**config.mk**
```make
export PLATFORM = sky130hd
export DESIGN_NAME = window_taps
export DESIGN_NICKNAME = d
export VERILOG_FILES = /design/src/rtl/bnn_pkg.sv /design/src/rtl/line_buffer.sv /design/src/rtl/window_taps.sv
export SDC_FILE = /design/constraint.sdc
export NUM_CORES = 1
export LEC_CHECK = 0
export ABC_AREA = 1
export ABC_CLOCK_PERIOD_IN_PS = 8320
export CAP_MARGIN = 20
export CORE_MARGIN = 4
export CORE_UTILIZATION = 45
export DETAILED_ROUTE_END_ITERATION = 8
export HOLD_SLACK_MARGIN = 0.06
export PLACE_DENSITY = 0.59
export RECOVER_POWER = 50
export SYNTH_ARGS = -nofsm -noshare
export SYNTH_HDL_FRONTEND = slang
export SYNTH_HIERARCHICAL = 1
export SYNTH_SLANG_ARGS = --single-unit
```
**constraint.sdc**
```tcl
create_clock -name clk -period 8.32 [get_ports clk]
set_clock_uncertainty 0.15 [all_clocks]
set_input_delay 2.08 -clock clk [delete_from_list [all_inputs] [get_ports clk]]
set_output_delay 2.08 -clock clk [all_outputs]
set_load 0.02 [all_outputs]
```
**src/rtl/bnn_pkg.sv**
```systemverilog
// Shared constants and layer-select type for the BNN conv front end.
// Latency: n/a (declarations only).
// Backpressure: n/a.
package bnn_pkg;
   localparam int K      = 5;
   localparam int DW     = 8;
   localparam int NI_L1  = 28;
   localparam int NI_L2  = 12;
   localparam int NI_MAX = NI_L1;

   typedef enum logic {
      LAYER1 = 1'b0,
      LAYER2 = 1'b1
   } layer_t;

   // Row length of the feature map for a given layer.
   function automatic logic [4:0] ni_of(input layer_t layer);
      return (layer == LAYER2) ? 5'(NI_L2) : 5'(NI_L1);
   endfunction
endpackage

```
**src/rtl/line_buffer.sv**
```systemverilog
// One-row delay line: reads mem[ptr] combinationally and overwrites it with din.
// Latency: read is same-cycle; the written value reappears one row (Ni pixels) later.
// Backpressure: none, writes only when we is high.
module line_buffer #(
   parameter int DEPTH = 28,
   parameter int DW    = 8,
   parameter int AW    = 5
) (
   input  logic          clk,
   input  logic          we,
   input  logic [AW-1:0] ptr,
   input  logic [DW-1:0] din,
   output logic [DW-1:0] dout
);
   logic [DW-1:0] mem [DEPTH];

   // Storage is never reset: stale rows are masked downstream by the valid flags.
   always_ff @(posedge clk) begin
      if (we) mem[ptr] <= din;
   end

   assign dout = mem[ptr];
endmodule

```
**src/rtl/window_taps.sv**
```systemverilog
// Streaming K-row column generator feeding the conv stage (optional WINDOW_TAPS_EDGE_MASK_EN zeroes rows above frame top).
// Latency: 1 cycle from accepted pixel to taps and flags.
// Backpressure: none, one pixel per din_valid cycle; stalls simply hold outputs.
module window_taps #(
   parameter int K      = bnn_pkg::K,
   parameter int DW     = bnn_pkg::DW,
   parameter int NI_MAX = bnn_pkg::NI_MAX
) (
   input  logic            clk,
   input  logic            rst,
   input  logic            state,
   input  logic [DW-1:0]   din,
   input  logic            din_valid,
   output logic [K*DW-1:0] taps,
   output logic            taps_valid,
   output logic            win_valid,
   output logic [4:0]      col,
   output logic [4:0]      row,
   output logic            frame_done
);
   import bnn_pkg::*;

   localparam int CW = 5;

   // ptr doubles as the column of the next pixel; cnt_row is the row of the next pixel.
   logic [CW-1:0]   ptr;
   logic [CW-1:0]   cnt_row;
   logic [CW-1:0]   ni_q;
   logic [CW-1:0]   ni_cur;
   logic            first_px;
   logic            col_last;
   logic            row_last;
   logic            lb_we;
   logic [DW-1:0]   lb_in  [K-1];
   logic [DW-1:0]   lb_out [K-1];
   logic [K*DW-1:0] col_nxt;

   // Ni is taken from state only on the first pixel of a frame, otherwise the latched copy.
   assign first_px = (ptr == '0) && (cnt_row == '0);
   assign ni_cur   = first_px ? ni_of(layer_t'(state)) : ni_q;
   assign col_last = (ptr == ni_cur - 1'b1);
   assign row_last = (cnt_row == ni_cur - 1'b1);
   assign lb_we    = din_valid && !rst;

   // Chain of K-1 line buffers sharing the column pointer; lb(i) holds row r-1-i.
   for (genvar i = 0; i < K - 1; i++) begin : g_lb
      if (i == 0) begin : g_head
         assign lb_in[i] = din;
      end else begin : g_link
         assign lb_in[i] = lb_out[i-1];
      end
      line_buffer #(
         .DEPTH (NI_MAX),
         .DW    (DW),
         .AW    (CW)
      ) u_lb (
         .clk  (clk),
         .we   (lb_we),
         .ptr  (ptr),
         .din  (lb_in[i]),
         .dout (lb_out[i])
      );
   end

   // Assemble the column: current pixel in the low lane, oldest row in the high lane.
   always_comb begin
      col_nxt         = '0;
      col_nxt[DW-1:0] = din;
      for (int i = 0; i < K - 1; i++) begin
         col_nxt[(i+2)*DW-1 -: DW] = lb_out[i];
`ifdef WINDOW_TAPS_EDGE_MASK_EN
         if (int'(cnt_row) < i + 1) col_nxt[(i+2)*DW-1 -: DW] = '0;
`endif
      end
   end

   // Register the column and flags, and advance the raster counters on each accepted pixel.
   always_ff @(posedge clk) begin
      if (rst) begin
         ptr        <= '0;
         cnt_row    <= '0;
         ni_q       <= ni_of(LAYER1);
         taps       <= '0;
         taps_valid <= 1'b0;
         win_valid  <= 1'b0;
         col        <= '0;
         row        <= '0;
         frame_done <= 1'b0;
      end else begin
         taps_valid <= 1'b0;
         win_valid  <= 1'b0;
         frame_done <= 1'b0;
         if (din_valid) begin
            ni_q <= ni_cur;
            taps <= col_nxt;
            col  <= ptr;
            row  <= cnt_row;
`ifdef WINDOW_TAPS_EDGE_MASK_EN
            taps_valid <= 1'b1;
`else
            taps_valid <= (cnt_row >= CW'(K - 1));
`endif
            win_valid  <= (cnt_row >= CW'(K - 1)) && (ptr >= CW'(K - 1));
            frame_done <= col_last && row_last;
            if (col_last) begin
               ptr     <= '0;
               cnt_row <= row_last ? '0 : cnt_row + 1'b1;
            end else begin
               ptr <= ptr + 1'b1;
            end
         end
      end
   end
endmodule

```
==> deck_impl_summary.md <==
Run Summary

Clock network
  – Hold-fix buffers, CTS: 0
  – Total CTS buffers: 100
  – CTS tree: done
  – Setup bufs post-CTS: 0
  – Clk buf depth: 3

Yosys
  – Post-Syn Nets: a little over 4k
  – Post-synth regs: about 960
  – Synth cell types: 35
  – Top-area cell share: 0.6642
  – Ys Warns: 6
  – Post-synth top cells: nand2_1 (2,281), edfxtp_1 (896), nor2_1 (343)
  – Sequential-to-total area share from yosys stat: 0.6978
  – Synth Area in XOR/XNOR: 0.001081
  – Mapped Avg Cell Area: 10.08 µm²
  – Synth Area in Simple Gates: 0.2605

Final timing
  – Max-slew violations: between 700 and 800
  – Setup Viol. Count Final: 0
  – FMAX: about 0.17 GHz
  – Hold Vio Cnt, Final: 0
  – Cycle use final: 0.7235
  – Post-route setup slack: around 2.3 ns
  – Unrepaired setup endpoints after global routing: false
  – Max_slew headroom: -1.013
  – Worst-margin pin slew: roughly 3 ns

Drt
  – Met2 routed WL: between 40,000 and 50,000 µm
  – Via-to-Cell Ratio: approximately 5.1
  – Routed WL: just over 100,000 µm
  – Initial DRT Pass Iterations: 6
  – Top Layer Used: met4
  – DRT met1 WL: between 40,000 and 50,000 µm
  – Residual DRC: 0

Cells and area
  – Top cell class by occupied area: flip-flops and latches
  – Register Area: about 0.028 mm²
  – Most frequent logic cell in the layout: nand2_1
  – Fraction of area in registers: 0.6266
  – Finished Layout Cells: between 5k and 6k
  – FFs & Latches: about 960
  – Share of cells above drive strength 1: 0.05541
  – Diode count: 1
  – ClkCell Share: 0.07242
  – Fillers: ~8k
  – Bufs w/o clock: around 94
  – Most numerous logic cells after layout: nand2_1 (2,281), edfxtp_1 (896), nor2_1 (343)
  – Gate Area: approximately 0.011 mm²
  – Layout inverter count without the clock tree: around 78
  – Reg with most FFs: g_lb.u_lb/mem
  – Clock buf count: roughly 120
  – Max FFs per register: between 800 and 900

Worst setup path
  – CP Capture Type: register
  – Levels on crit path: 10
  – Startpoint Class: register
  – CP cell instances: buf_4 > inv_1 > nor2_1 > nand2_1 > nand2_1 > nor2_1 > nor2_1 > nor2_1 > nand2_1 > clkbuf_1
  – Worst path required time: between 8 and 9 ns
  – Buf/Inv on CP: 3
  – Critical Path Sink: g_lb[1].u_lb/mem[24][0]

Global routing
  – Largest net degree at the start of global routing: just under 100
  – Initial antenna violation count: 1
  – First-pass GRT wire length: between 150,000 and 200,000 µm
  – M1 GR Usage: 0.2930
  – Grt ovf: 0

Pwr
  – Sequential power: between 5 and 6 mW
  – P_sw: between 2 and 3 mW
  – Power Clock: approximately 4.4 mW
  – Sequential share of power: 0.509
  – Clock power share: 0.410
  – Internal Power: 8.200 mW
  – LEAKAGE: about 18 nW

Placement
  – Post-DP Area: 0.04197 mm²
  – GPL Wtd Cong: a little over 0.8
  – Placed Cells: approximately 5k
  – DP Worst Slack: 2.912 ns

Floorplanning
  – Die H: roughly 310 µm
  – Top Ports: about 65
  – Die W: about 310 µm

Hold path
  – Hold depth: 2
  – Hold endpoint: ni_q[1]
  – HP Class: register to register

Run status
  – Failing checks: capacitance limit, slew limit
  – Status: finished, violations left

Run
  – Max_cap viols: 22
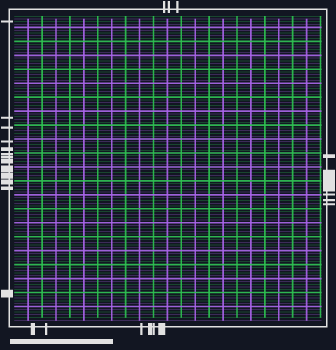
(supply network)
The bar under the picture is 100 µm long. Pins as bars on the die edge.
colour	net
purple	VSS
green	VDD
met4 straps	22
rows	109
signal pins	65
met5 straps	21

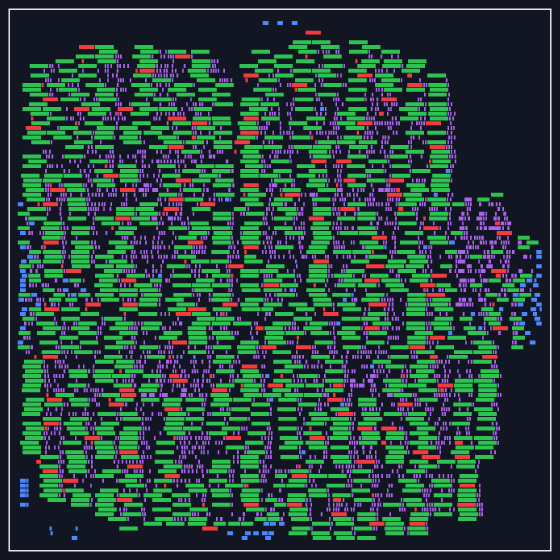
(placed cells, one colour a class)
colour	class	cells
green	sequential cells	964
red	clock drivers and dummy loads	187
purple	combinational and other logic	2,888
blue	remaining buffers and delay cells	94

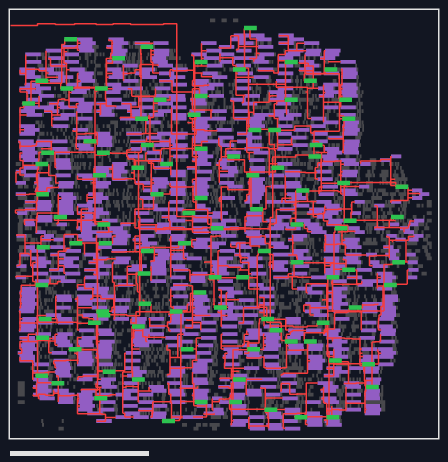
(clock wires, drivers and flops)
The bar under the picture is 100 µm long.
[purple] flip-flops | count: 964
[green] clock drivers | count: 100
[red] clock wires | length: 10,800 µm
flops lie	all over the die

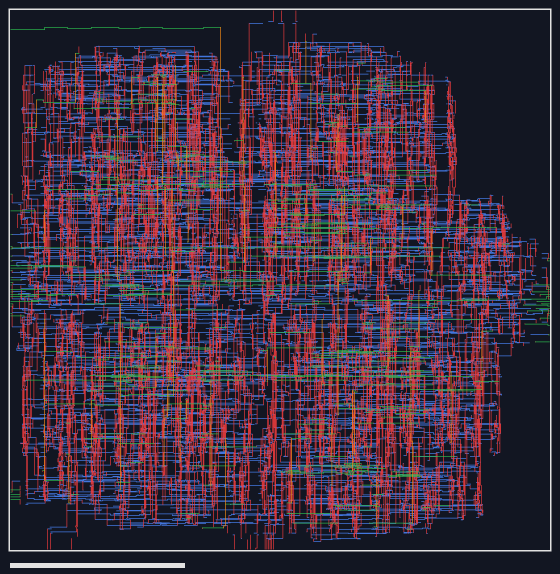
(wiring by layer)
The bar under the picture is 100 µm long.
colour	layer	wire length
green	metal 3	6,260 µm
red	metal 2	48.2 mm
blue	metal 1	44.4 mm
orange	metal 4	2,300 µm

Power and IR drop assume default switching activity.
